Gate-type map:
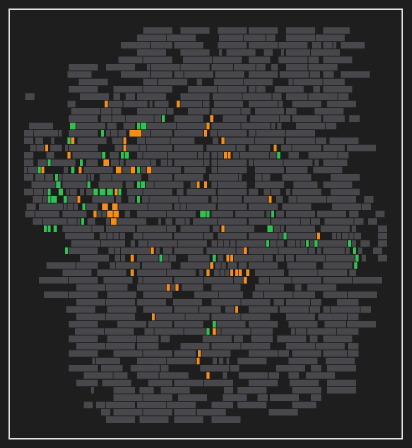
Register map, names as in the netlist:
Scale bar: 50 microns.
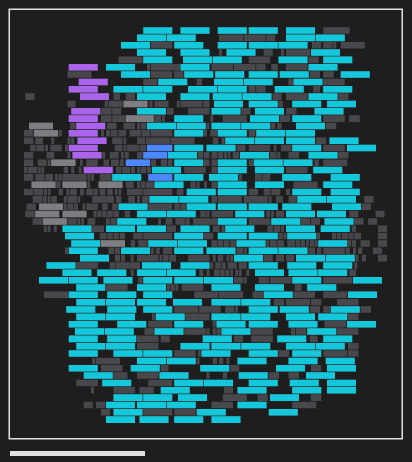
Metal layers overlaid:
Scale bar: 50 microns. Only two layers are drawn.
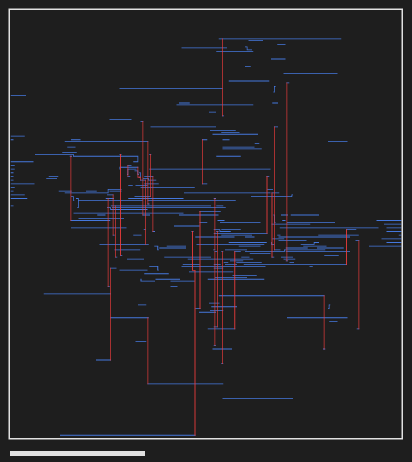
Placement by cell class:
Scale bar: 50 microns.
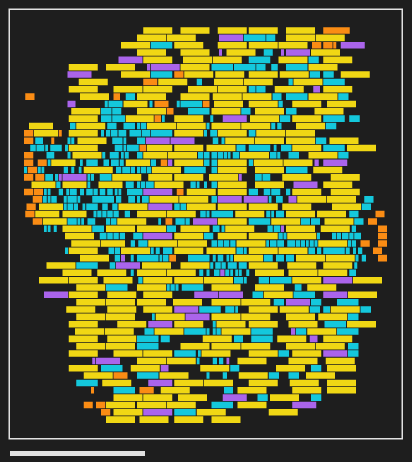
Routing congestion map:
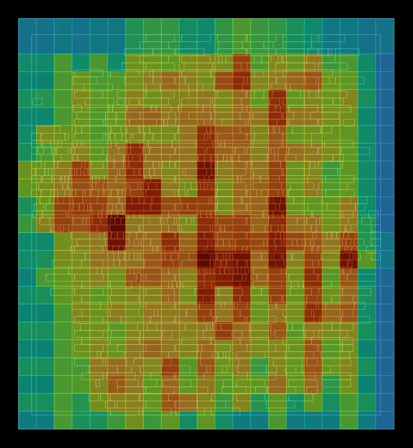
## config.mk

```make
export PLATFORM = sky130hd
export DESIGN_NAME = pkt_fifo
export DESIGN_NICKNAME = d
export VERILOG_FILES = /design/src/rtl/pkt_fifo_pkg.sv /design/src/rtl/pkt_fifo_mem.sv /design/src/rtl/pkt_fifo.sv
export SDC_FILE = /design/constraint.sdc
export NUM_CORES = 1
export LEC_CHECK = 0
export CAP_MARGIN = 30
export CORE_ASPECT_RATIO = 1.1
export CORE_MARGIN = 5
export CORE_UTILIZATION = 60
export CTS_CLUSTER_DIAMETER = 40
export DETAILED_ROUTE_END_ITERATION = 8
export PLACE_DENSITY = 0.88
export RECOVER_POWER = 25
export SETUP_SLACK_MARGIN = 0.15
export SLEW_MARGIN = 20
export SYNTH_ARGS = -nofsm -noshare
export SYNTH_HDL_FRONTEND = slang
export SYNTH_SLANG_ARGS = --single-unit
```

## constraint.sdc

```tcl
create_clock -name clk -period 5.4 [get_ports clk]
set_clock_uncertainty 0.1 [all_clocks]
set_input_delay 1.08 -clock clk [delete_from_list [all_inputs] [get_ports clk]]
set_output_delay 1.08 -clock clk [all_outputs]
set_load 0.01 [all_outputs]
```

## src/rtl/pkt_fifo_pkg.sv

```systemverilog
// Shared types and width helpers for the packet FIFO.
package pkt_fifo_pkg;

    typedef enum logic [1:0] {
        W_IDLE    = 2'd0,
        W_FILL    = 2'd1,
        W_DISCARD = 2'd2
    } wstate_t;

    // Bits needed to index 'value' distinct items, never less than one.
    function automatic int width_of(input int value);
        return (value < 32'sd2) ? 32'sd1 : $clog2(value);
    endfunction

endpackage

```

## src/rtl/pkt_fifo_mem.sv

```systemverilog
// Unit storage and per-entry length array: one write port, one combinational read port.
module pkt_fifo_mem #(
    parameter int DEPTH  = 3,
    parameter int WIDTH  = 11,
    parameter int UWIDTH = 8,
    parameter int PW     = 2,
    parameter int IW     = 4,
    parameter int LW     = 4
) (
    input  logic              clk,
    input  logic              we,
    input  logic [PW-1:0]     waddr,
    input  logic [IW-1:0]     widx,
    input  logic [UWIDTH-1:0] wdata,
    input  logic              len_we,
    input  logic [LW-1:0]     len_data,
    input  logic [PW-1:0]     raddr,
    input  logic [IW-1:0]     ridx,
    output logic [UWIDTH-1:0] rdata,
    output logic [LW-1:0]     rlen
);

    logic [UWIDTH-1:0] mem_r [DEPTH][WIDTH];
    logic [LW-1:0]     len_r [DEPTH];

    // Storage is deliberately left unreset; validity is tracked by the pointers.
    always_ff @(posedge clk) begin
        if (we) begin
            mem_r[waddr][widx] <= wdata;
        end
        if (len_we) begin
            len_r[waddr] <= len_data;
        end
    end

    assign rdata = mem_r[raddr][ridx];
    assign rlen  = len_r[raddr];

endmodule

```

## src/rtl/pkt_fifo.sv

```systemverilog
// Packet FIFO with truncation of oversize packets; optional write abort via PKT_FIFO_ABORT_EN.
module pkt_fifo
    import pkt_fifo_pkg::*;
#(
    parameter int DEPTH  = 3,
    parameter int WIDTH  = 11,
    parameter int UWIDTH = 8,
    parameter int AFULL  = 2
) (
    input  logic                         clk,
    input  logic                         rst,
    input  logic                         wr_valid,
    input  logic [UWIDTH-1:0]            wr_data,
    input  logic                         wr_last,
    output logic                         wr_ready,
    input  logic                         wr_abort,
    output logic                         rd_valid,
    output logic [UWIDTH-1:0]            rd_data,
    output logic                         rd_last,
    input  logic                         rd_ready,
    output logic [width_of(DEPTH+1)-1:0] count,
    output logic                         wfull,
    output logic                         rempty,
    output logic                         afull,
    output logic                         ovf_err
);

    localparam int PW = width_of(DEPTH);
    localparam int IW = width_of(WIDTH);
    localparam int LW = width_of(WIDTH + 1);
    localparam int CW = width_of(DEPTH + 1);

    wstate_t       state_r;
    logic [PW-1:0] wptr_r;
    logic [PW-1:0] rptr_r;
    logic [IW-1:0] widx_r;
    logic [IW-1:0] ridx_r;
    logic [CW-1:0] count_r;
    logic          ovf_r;

    logic          abort_s;
    logic          wr_fire_s;
    logic          store_s;
    logic          at_limit_s;
    logic          commit_s;
    logic          ovf_s;
    logic          pop_s;
    logic          pop_last_s;
    logic [LW-1:0] wlen_s;
    logic [LW-1:0] rlen_s;
    logic [PW-1:0] wptr_next_s;
    logic [PW-1:0] rptr_next_s;

`ifdef PKT_FIFO_ABORT_EN
    assign abort_s = wr_abort;
`else
    assign abort_s = wr_abort & 1'b0;
`endif

    assign wr_ready   = (count_r < CW'(DEPTH)) || (state_r == W_DISCARD);
    assign wr_fire_s  = wr_valid && wr_ready;
    assign store_s    = wr_fire_s && !abort_s && (state_r != W_DISCARD);
    assign at_limit_s = (widx_r == IW'(WIDTH - 1));
    assign commit_s   = store_s && (wr_last || at_limit_s);
    assign ovf_s      = store_s && !wr_last && at_limit_s;
    assign wlen_s     = wr_last ? (LW'(widx_r) + LW'(1'b1)) : LW'(WIDTH);

    assign wptr_next_s = (wptr_r == PW'(DEPTH - 1)) ? {PW{1'b0}} : (wptr_r + PW'(1'b1));
    assign rptr_next_s = (rptr_r == PW'(DEPTH - 1)) ? {PW{1'b0}} : (rptr_r + PW'(1'b1));

    assign rd_valid   = (count_r != {CW{1'b0}});
    assign rd_last    = (LW'(ridx_r) == (rlen_s - LW'(1'b1)));
    assign pop_s      = rd_valid && rd_ready;
    assign pop_last_s = pop_s && rd_last;

    assign count   = count_r;
    assign wfull   = (count_r == CW'(DEPTH));
    assign rempty  = (count_r == {CW{1'b0}});
    assign afull   = (count_r >= CW'(AFULL));
    assign ovf_err = ovf_r;

    pkt_fifo_mem #(
        .DEPTH  (DEPTH),
        .WIDTH  (WIDTH),
        .UWIDTH (UWIDTH),
        .PW     (PW),
        .IW     (IW),
        .LW     (LW)
    ) u_mem (
        .clk      (clk),
        .we       (store_s),
        .waddr    (wptr_r),
        .widx     (widx_r),
        .wdata    (wr_data),
        .len_we   (commit_s),
        .len_data (wlen_s),
        .raddr    (rptr_r),
        .ridx     (ridx_r),
        .rdata    (rd_data),
        .rlen     (rlen_s)
    );

    // Write FSM: fills the entry at wptr, commits on last or truncation, then drops the tail.
    always_ff @(posedge clk or negedge rst) begin
        if (!rst) begin
            state_r <= W_IDLE;
            wptr_r  <= {PW{1'b0}};
            widx_r  <= {IW{1'b0}};
            ovf_r   <= 1'b0;
        end else begin
            ovf_r <= ovf_s;
            if (abort_s) begin
                state_r <= W_IDLE;
                widx_r  <= {IW{1'b0}};
            end else if (wr_fire_s) begin
                case (state_r)
                    W_IDLE, W_FILL: begin
                        if (commit_s) begin
                            widx_r  <= {IW{1'b0}};
                            wptr_r  <= wptr_next_s;
                            state_r <= wr_last ? W_IDLE : W_DISCARD;
                        end else begin
                            widx_r  <= widx_r + IW'(1'b1);
                            state_r <= W_FILL;
                        end
                    end
                    W_DISCARD: begin
                        if (wr_last) begin
                            state_r <= W_IDLE;
                        end else begin
                            state_r <= W_DISCARD;
                        end
                    end
                    default: begin
                        state_r <= W_IDLE;
                        widx_r  <= {IW{1'b0}};
                    end
                endcase
            end else begin
                state_r <= state_r;
            end
        end
    end

    // Read side: walk units of the entry at rptr, advancing to the next entry on its last unit.
    always_ff @(posedge clk or negedge rst) begin
        if (!rst) begin
            rptr_r <= {PW{1'b0}};
            ridx_r <= {IW{1'b0}};
        end else if (pop_s) begin
            if (rd_last) begin
                ridx_r <= {IW{1'b0}};
                rptr_r <= rptr_next_s;
            end else begin
                ridx_r <= ridx_r + IW'(1'b1);
            end
        end else begin
            ridx_r <= ridx_r;
        end
    end

    // Committed-entry count; a commit and an entry pop in the same cycle cancel out.
    always_ff @(posedge clk or negedge rst) begin
        if (!rst) begin
            count_r <= {CW{1'b0}};
        end else begin
            case ({commit_s, pop_last_s})
                2'b10:   count_r <= count_r + CW'(1'b1);
                2'b01:   count_r <= count_r - CW'(1'b1);
                default: count_r <= count_r;
            endcase
        end
    end

endmodule
```

==> run_results.csv <==
group,metric,value,unit
finish,layout_top_cells,"276 x edfxtp_1, 45 x nor2_1, 44 x mux4_2",
hold_path,hold-path-cell-count,2,
yosys,syn_area_per_cell,17.5,sq um
drt,met3WireLength,1.99,mm
sta,finalHoldViolations,0,
job,warnings,30,
drt,vias_per_cell,6.44,
pwr,vdd_drop_max,0.367,mV
global_route,grt_max_degree,59,
global_route,gr-usage-met2,38.9,%
floorplanning,die_height,159,microns
setup_path,crit_end,"rd_last",
clock_network,htree_levels,1,
setup_path,max_stage_delay,0.54,ns
finish,final_cell_area,13600,sq um
sta,hold_ws,0.430,ns
outcome,violations,"max-capacitance violations, max-slew violations",
global_route,grt_pass1_wl,39.4,mm
drt,first_iter_violations,781,
drt,drtPass1Iterations,6,
setup_path,slowest_stage,"clkdlybuf4s50_1",
setup_path,crit_chain,"mux2_2 -> mux2i_2 -> ha_1 -> xor2_1 -> nand2b_1 -> mux2_2 -> nor4_1 -> a21oi_1 -> inv_1 -> clkdlybuf4s50_1",
setup_path,critPathLaunchType,"register",
sta,worstMarginPinSlew,1.69,ns
clock_network,numCtsBuffers,28,
finish,fin_nets,751,
setup_path,crit_start,"rptr_r[0]",
floorplanning,initCoreUtil,60.8,%
job,drv_cap,4,
drt,final_antenna_net_count,0,
yosys,synthArstFlopShare,5.80,%
finish,drive_gt1_share,19.4,%
yosys,ys_seq_share,72.4,%
yosys,syn_inst,688,
hold_path,holdPathEnd,"state_r[0]",
clock_network,clock_path_buffers,3,
finish,areaGrowthSynthToFinish,12.8,%
setup_path,critPathArrivalTime,3.66,ns
yosys,synth_flops,293,
setup_path,cp.required,4.22,ns
setup_path,critPathKind,"register to primary output",
yosys,top_area_cell,"edfxtp_1",
place,hpwl,15.3,mm
sta,slew-limit-headroom,-13.0,%
place,place_area,12600,sq um
pwr,p_leak,4.49,nW
hold_path,worstHoldStart,"state_r[0]",
place,gp_congestion,0.869,
setup_path,ff2ff_setup_slack,2.22,ns
clock_network,cts.sinks,293,
floorplanning,io_pins,31,
yosys,top_cells_by_count,"276 x edfxtp_1, 45 x nor2_1, 44 x mux4_2, 40 x nand2_1, 37 x mux2i_1",
setup_path,endpoint_kind,"primary output",
yosys,edf_count,276,
setup_path,crit_fanout,5,
drt,routed.top_layer,"met4",
floorplanning,die_area,23000,sq um
yosys,ys_warn_count,0,
setup_path,r2r_cells,12,
global_route,grt.overflow.total,0,
global_route,antenna_found_initial,0,
yosys,synth.area.top_cells,"edfxtp_1 69%, mux4_2 8.2%, dfrtp_1 3.5%",
outcome,status,"finished, violations left",
yosys,ff_type,"edfxtp_1",
setup_path,reg2reg_to,"count[1]",
sta,setup-violations-final,0,
drt,wl_met2,13.0,mm
global_route,top_usage_layer,"met2",
setup_path,r2r-start,"rptr_r[0]",
yosys,yosys.area.top_type_share,68.8,%
yosys,ys_area,12000,sq um
yosys,ys_types,44,
sta,final.setup.tns,0,ns
sta,final.period_utilization,89.7,%
sta,fin_ws,0.558,ns
global_route,grt_pass1_vias,6781,
clock_network,clk_latency,0.53,ns
drt,wl_met1,9.57,mm
place,place_ws,0.715,ns
floorplanning,dieWidth,145,microns
floorplanning,coreArea,19800,sq um
pwr,powerDensity,499,nW/um^2
clock_network,cts_root_buf,"clkbuf_16",
clock_network,clk_pin_slew,0.07,ns
yosys,synth_top_cell_by_count,"edfxtp_1",
yosys,syn_nets,709,
sta,clock.fmax,207,MHz
sta,slew_viol_final,136,
hold_path,hp-class,"register to register",
yosys,syn_area,12000,sq um
clock_network,cts_tree,"done",
yosys,yosys-stat-cells,688,
sta,fin_crit,4.84,ns
place,port_buffers,29,
sta,rsz0062_at_grt,"false",
finish,diodes,0,
setup_path,critical_path.most_common_cell,"mux2_2",
drt,drc,0,
floorplanning,rows,54,
## Picture notes: 'gate-type map'
Key: nand cells = green [cells 52]; nor cells = orange [cells 55]
combinational share of cell area: 22.7%
dominant logic cell type in the layout: edfxtp_1
Layout Cells excl Fill: 1004

## Picture notes: 'register map, names as in the netlist'
Key: u_mem.len_r = purple [flops 12, where top left]; u_mem.mem_r = cyan [flops 264]; ridx_r = blue [flops 4]
Another 13 sequential cells are not coloured.

## Picture notes: 'metal layers overlaid'
Key: metal 3 = blue [wire length 1990 microns]; metal 4 = red [wire length 852 microns]
total track usage: 22.2%
final WL: 25.4 mm
detailed-route via count: 6470
DR WL/cell: 25.3 microns

## Picture notes: 'placement by cell class'
Key: clock drivers and dummy loads = purple [cells 52]; sequential cells = yellow [cells 293]; remaining buffers and delay cells = orange [cells 47]; combinational and other logic = cyan [cells 360]

## Picture notes: 'routing congestion map'
GRT met3 Usage: 3.47%
post-layout util: 68.6%
M1 GR Usage: 28.6%

==> registers in the layout (all words and copies together), names as in the netlist <==
name and flops:
count 2, widx_r 4, u_mem.len_r 12, rptr_r 2, wptr_r 2, ridx_r 4, state_r 2, ovf_err 1
u_mem.mem_r 264
==> kinds of logic (layout without fill, tap and decap cells) <==
logic type               count (synthesis)  after routing  synth area share [%]
flip-flops                             293            293                  72.4
AND/OR/NAND/NOR                        137            137                  5.33
multiplexers                           113            113                  14.3
AND-OR/OR-AND                           84             84                  4.44
buffers and inverters                   45            109                  2.08
XOR/XNOR                                 9              9                 0.717
adder cells (fa/ha/maj)                  7              7                 0.727
==> what timing repair did <==
action	in CTS	in global routing
resized	0	1
gates cloned	0	0
hold buffers	0	0
endpoints found under the setup margin	1	1
setup buffers	1	2
==> critical path, delay by kind of cell, from the launching register on <==
family          cells  cell delay, ns
simple gates        2            0.43
mux                 3            0.89
buf+inv             2            0.65
compound gates      1            0.16
xor+xnor            1            0.18
fa+ha+maj           1            0.31
flops               1            0.51
==> final cells by class <==
type | instances | area [sq um]
inverters | 10 | 37.5
multi-input cells | 350 | 3080
clock inverters | 22 | 244
clock buffers | 30 | 729
flip-flops and latches | 293 | 8720
well taps | 252 | 315
repair buffers | 47 | 460
fillers | 1188 | 6210
==> stage by stage <==
step           cells  util (%)  power, mW
3_5_place_dp     949      63.6       4.73
3_3_place_gp     945      63.2       4.62
2_1_floorplan    688         -       4.10
5_1_grt         1004      68.6       7.05
6_report        1004      68.6       6.78
4_1_cts         1002      68.6       6.78
==> where the power goes <==
part / internal [mW] / leakage (nW) / switching, mW
Combinational: 0.870 / 1.32 / 1.14
Clock: 1.22 / 0.477 / 0.816
Sequential: 2.62 / 2.69 / 0.111
Power figures rest on the tool's default switching activity, not on a simulated workload.
